--- config.mk ---
export PLATFORM = sky130hd
export DESIGN_NAME = perf_cnt_unit
export DESIGN_NICKNAME = d
export VERILOG_FILES = /design/src/rtl/perf_pkg.sv /design/src/rtl/perf_counter.sv /design/src/rtl/perf_cnt_unit.sv
export SDC_FILE = /design/constraint.sdc
export NUM_CORES = 1
export LEC_CHECK = 0
export ABC_CLOCK_PERIOD_IN_PS = 2600
export CORE_MARGIN = 10
export CORE_UTILIZATION = 45
export DETAILED_ROUTE_END_ITERATION = 16
export DONT_BUFFER_PORTS = 1
export GPL_TIMING_DRIVEN = 0
export PLACE_DENSITY = 0.66
export SYNTH_ARGS = -nofsm -noshare
export SYNTH_HDL_FRONTEND = slang
export SYNTH_SLANG_ARGS = --single-unit
export TNS_END_PERCENT = 10
--- constraint.sdc ---
create_clock -name i_clk -period 2.6 [get_ports i_clk]
set_clock_uncertainty 0.15 [all_clocks]
set_input_delay 0.39 -clock i_clk [delete_from_list [all_inputs] [get_ports i_clk]]
set_output_delay 0.39 -clock i_clk [all_outputs]
set_load 0.1 [all_outputs]
--- src/rtl/perf_pkg.sv ---
`default_nettype none
// ============================================================================
// Module   : perf_pkg
// Purpose  : Shared CSR addresses, inhibit bit positions and the half-select
//            decode helper for the performance counter unit.
// Revision : 1.0 - initial release
// ============================================================================
package perf_pkg;

  // Machine-mode counter CSRs (read/write)
  localparam logic [11:0] CSR_MCYCLE        = 12'hB00;
  localparam logic [11:0] CSR_MCYCLEH       = 12'hB80;
  localparam logic [11:0] CSR_MINSTRET      = 12'hB02;
  localparam logic [11:0] CSR_MINSTRETH     = 12'hB82;
  // User-mode read-only aliases
  localparam logic [11:0] CSR_CYCLE         = 12'hC00;
  localparam logic [11:0] CSR_CYCLEH        = 12'hC80;
  localparam logic [11:0] CSR_INSTRET       = 12'hC02;
  localparam logic [11:0] CSR_INSTRETH      = 12'hC82;
  // Counter inhibit control
  localparam logic [11:0] CSR_MCOUNTINHIBIT = 12'h320;

  localparam int CY_BIT = 0;
  localparam int IR_BIT = 2;

  typedef enum logic [1:0] {
    SEL_NONE = 2'd0,
    SEL_LO   = 2'd1,
    SEL_HI   = 2'd2
  } cnt_sel_e;

  // Classify an address as the low half, high half, or neither of one counter
  function automatic cnt_sel_e csr_half(input logic [11:0] addr,
                                        input logic [11:0] lo_addr,
                                        input logic [11:0] hi_addr);
    if (addr == lo_addr)      return SEL_LO;
    else if (addr == hi_addr) return SEL_HI;
    else                      return SEL_NONE;
  endfunction

endpackage
`default_nettype wire

--- src/rtl/perf_counter.sv ---
`default_nettype none
// ============================================================================
// Module   : perf_counter
// Purpose  : One CNT_W-bit free-running counter with 32-bit half writes and
//            a registered one-cycle wrap pulse. A write beats an increment.
// Revision : 1.0 - initial release
// ============================================================================
module perf_counter #(
  parameter int CNT_W = 64
) (
  input  logic             i_clk,
  input  logic             i_rst,
  input  logic             i_inc_en,
  input  logic             i_wr_lo,
  input  logic             i_wr_hi,
  input  logic [31:0]      i_wdata,
  output logic [CNT_W-1:0] o_cnt,
  output logic             o_wrap
);

  localparam logic [CNT_W-1:0] C_ONE = CNT_W'(1);

  logic [CNT_W-1:0] r_cnt;
  logic             r_wrap;
  logic [CNT_W-1:0] w_cnt_nxt;
  logic             w_wrap_nxt;
  logic             w_unused_wdata;

  // Narrow counters leave the top write-data bits without a destination
  assign w_unused_wdata = ^i_wdata;

  // Next value: low write, high write, or increment; wrap only on increment
  always_comb begin
    w_cnt_nxt  = r_cnt;
    w_wrap_nxt = 1'b0;
    if (i_wr_lo) begin
      w_cnt_nxt[31:0] = i_wdata;
    end else if (i_wr_hi) begin
      w_cnt_nxt[CNT_W-1:32] = i_wdata[CNT_W-33:0];
    end else if (i_inc_en) begin
      w_cnt_nxt  = r_cnt + C_ONE;
      w_wrap_nxt = &r_cnt;
    end
  end

  // Counter and wrap pulse registers, cleared asynchronously
  always_ff @(posedge i_clk or negedge i_rst) begin
    if (!i_rst) begin
      r_cnt  <= '0;
      r_wrap <= 1'b0;
    end else begin
      r_cnt  <= w_cnt_nxt;
      r_wrap <= w_wrap_nxt;
    end
  end

  assign o_cnt  = r_cnt;
  assign o_wrap = r_wrap;

endmodule
`default_nettype wire

--- src/rtl/perf_cnt_unit.sv ---
`default_nettype none
// ============================================================================
// Module   : perf_cnt_unit
// Purpose  : mcycle / minstret counters with combinational CSR read port,
//            mcountinhibit, and wrap pulses for debug.
//            Define PERF_CSR_WR_EN to build the CSR write path; without it
//            the counters run unconditionally and mcountinhibit reads 0.
// Revision : 1.0 - initial release
// ============================================================================
module perf_cnt_unit #(
  parameter int CNT_W = 64
) (
  input  logic             i_clk,
  input  logic             i_rst,
  input  logic             i_insn_vld,
  input  logic [11:0]      i_csr_addr,
  input  logic             i_csr_wr_en,
  input  logic [31:0]      i_csr_wdata,
  output logic [31:0]      o_csr_rdata,
  output logic             o_csr_hit,
  output logic [CNT_W-1:0] o_cycle,
  output logic [CNT_W-1:0] o_instret,
  output logic [1:0]       o_cnt_wrap
);

  import perf_pkg::*;

  logic [CNT_W-1:0] w_cycle;
  logic [CNT_W-1:0] w_instret;
  logic [63:0]      w_cycle_ext;
  logic [63:0]      w_instret_ext;
  logic             w_cyc_wrap;
  logic             w_ins_wrap;
  logic             w_inh_cy;
  logic             w_inh_ir;
  logic             w_cyc_wr_lo;
  logic             w_cyc_wr_hi;
  logic             w_ins_wr_lo;
  logic             w_ins_wr_hi;
  logic [31:0]      w_wdata;
  logic [31:0]      w_rdata;
  logic             w_hit;

`ifdef PERF_CSR_WR_EN
  cnt_sel_e w_cyc_sel;
  cnt_sel_e w_ins_sel;
  logic     w_inh_wr;
  logic     r_inh_cy;
  logic     r_inh_ir;

  assign w_cyc_sel   = csr_half(i_csr_addr, CSR_MCYCLE, CSR_MCYCLEH);
  assign w_ins_sel   = csr_half(i_csr_addr, CSR_MINSTRET, CSR_MINSTRETH);
  assign w_cyc_wr_lo = i_csr_wr_en && (w_cyc_sel == SEL_LO);
  assign w_cyc_wr_hi = i_csr_wr_en && (w_cyc_sel == SEL_HI);
  assign w_ins_wr_lo = i_csr_wr_en && (w_ins_sel == SEL_LO);
  assign w_ins_wr_hi = i_csr_wr_en && (w_ins_sel == SEL_HI);
  assign w_inh_wr    = i_csr_wr_en && (i_csr_addr == CSR_MCOUNTINHIBIT);
  assign w_wdata     = i_csr_wdata;

  // Inhibit bits; the writing edge still counts under the old value
  always_ff @(posedge i_clk or negedge i_rst) begin
    if (!i_rst) begin
      r_inh_cy <= 1'b0;
      r_inh_ir <= 1'b0;
    end else if (w_inh_wr) begin
      r_inh_cy <= i_csr_wdata[CY_BIT];
      r_inh_ir <= i_csr_wdata[IR_BIT];
    end
  end

  assign w_inh_cy = r_inh_cy;
  assign w_inh_ir = r_inh_ir;
`else
  logic w_unused_wr;

  assign w_unused_wr = ^{i_csr_wr_en, i_csr_wdata};
  assign w_cyc_wr_lo = 1'b0;
  assign w_cyc_wr_hi = 1'b0;
  assign w_ins_wr_lo = 1'b0;
  assign w_ins_wr_hi = 1'b0;
  assign w_wdata     = 32'd0;
  assign w_inh_cy    = 1'b0;
  assign w_inh_ir    = 1'b0;
`endif

  perf_counter #(.CNT_W(CNT_W)) u_cycle (
    .i_clk    (i_clk),
    .i_rst    (i_rst),
    .i_inc_en (!w_inh_cy),
    .i_wr_lo  (w_cyc_wr_lo),
    .i_wr_hi  (w_cyc_wr_hi),
    .i_wdata  (w_wdata),
    .o_cnt    (w_cycle),
    .o_wrap   (w_cyc_wrap)
  );

  perf_counter #(.CNT_W(CNT_W)) u_instret (
    .i_clk    (i_clk),
    .i_rst    (i_rst),
    .i_inc_en (i_insn_vld && !w_inh_ir),
    .i_wr_lo  (w_ins_wr_lo),
    .i_wr_hi  (w_ins_wr_hi),
    .i_wdata  (w_wdata),
    .o_cnt    (w_instret),
    .o_wrap   (w_ins_wrap)
  );

  // Zero-extend both counters to 64 bits so high-half reads above CNT_W are 0
  always_comb begin
    w_cycle_ext                = '0;
    w_instret_ext              = '0;
    w_cycle_ext[CNT_W-1:0]     = w_cycle;
    w_instret_ext[CNT_W-1:0]   = w_instret;
  end

  // CSR read mux; undecoded addresses return zero with no hit
  always_comb begin
    w_hit   = 1'b1;
    w_rdata = 32'd0;
    case (i_csr_addr)
      CSR_MCYCLE,    CSR_CYCLE:    w_rdata = w_cycle_ext[31:0];
      CSR_MCYCLEH,   CSR_CYCLEH:   w_rdata = w_cycle_ext[63:32];
      CSR_MINSTRET,  CSR_INSTRET:  w_rdata = w_instret_ext[31:0];
      CSR_MINSTRETH, CSR_INSTRETH: w_rdata = w_instret_ext[63:32];
      CSR_MCOUNTINHIBIT: begin
        w_rdata[CY_BIT] = w_inh_cy;
        w_rdata[IR_BIT] = w_inh_ir;
      end
      default: w_hit = 1'b0;
    endcase
  end

  assign o_csr_rdata = w_rdata;
  assign o_csr_hit   = w_hit;
  assign o_cycle     = w_cycle;
  assign o_instret   = w_instret;
  assign o_cnt_wrap  = {w_ins_wrap, w_cyc_wrap};

endmodule
`default_nettype wire

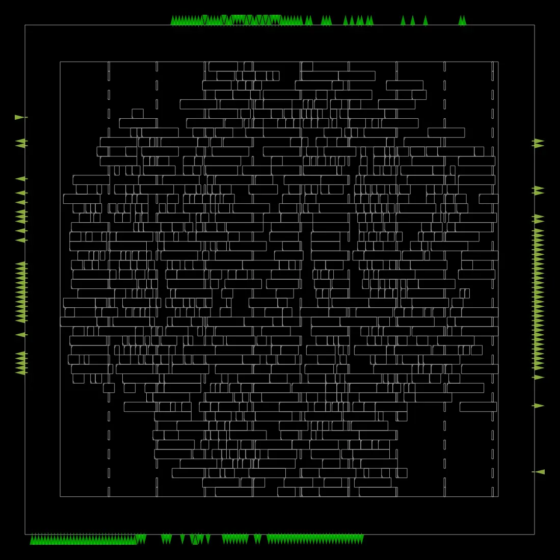
Fig. 1. Cell outlines without signal wires.
Filler Cells Inserted: 1312
final core utilization: 0.581
Tap Count: 216

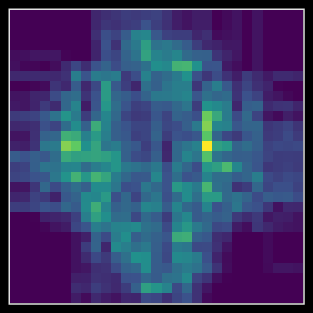
Fig. 2. Signal metal coverage by tile.
Drawn at 2 px/um. 29 x 29 tiles, from dark purple (low) to yellow (high), scaled to the fullest tile. Values are wire area over tile area, all layers added.
tiles over half the peak = 6.3%
nearly empty tiles = 21%
fullest tile = 0.94

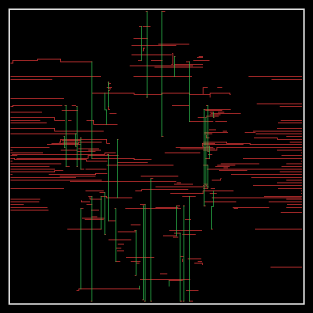
Fig. 3. Wiring by layer.
Drawn at 2 px/um. Two of the layers only.
green -> M4  # wire length 1020 um
red -> M3  # wire length 2850 um

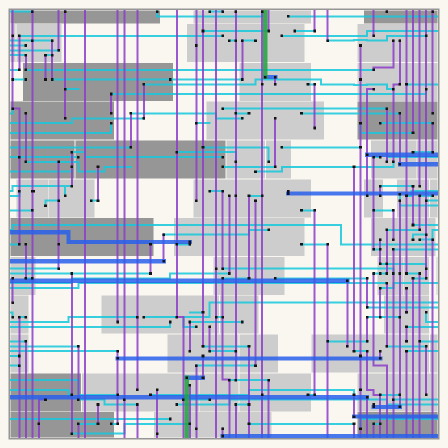
Fig. 4. Layout detail.
Window x 58 to 88, y 58 to 88 um. Cells in gray, sequential cells in the stronger gray; small squares are vias.
purple -> M2
cyan -> M1
blue -> M3
green -> M4
netlist names of flops here include = u_instret.o_cnt (5), u_cycle.o_cnt (2)
most frequent = mux4_2 (10), dfrtp_4 (7), xor2_1 (4)
sequential cells in the window = 7
cells with their middle in the window = 39

==> flow_metrics.py <==
# Generated from Yosys and OpenROAD reports
metrics = {
    "run_status": {
        "status": "finished with violations",
        "violations": "negative hold slack, negative setup slack",
    },
    "sta": {
        "setup_violations": 2,
        "hold_violations": 130,
        "hold_ws_ps": -482,
        "setup_slack_ps": -43.6,
        "fin_tns_setup_ps": -47.0,
    },
    "setup_path": {
        "slowest_stage": "dfrtp_2",
        "critPathBufInv": 0,
        "slowest_delay_ps": 760,
    },
    "clock_tree": {
        "cts_tree": "yes",
        "ctsLongestPathBuffers": 2,
    },
    "logic_synthesis": {
        "common_cells": "130 x dfrtp_1, 72 x xor2_1, 66 x nand2_1",
        "syn_area_sq_um": 7210,
        "ys_async_sr_fraction": 1.00,
    },
    "layout": {
        "layout-drive-gt1-share": 0.392,
        "syn2layout_area_growth_pct": 27.1,
        "final_common_cell": "dfrtp_4",
    },
    "global_route": {
        "antenna_found_initial": 1,
    },
    "placed_design": {
        "io_buffers": 0,
    },
    "flow_run": {
        "drv_cap": 0,
    },
}
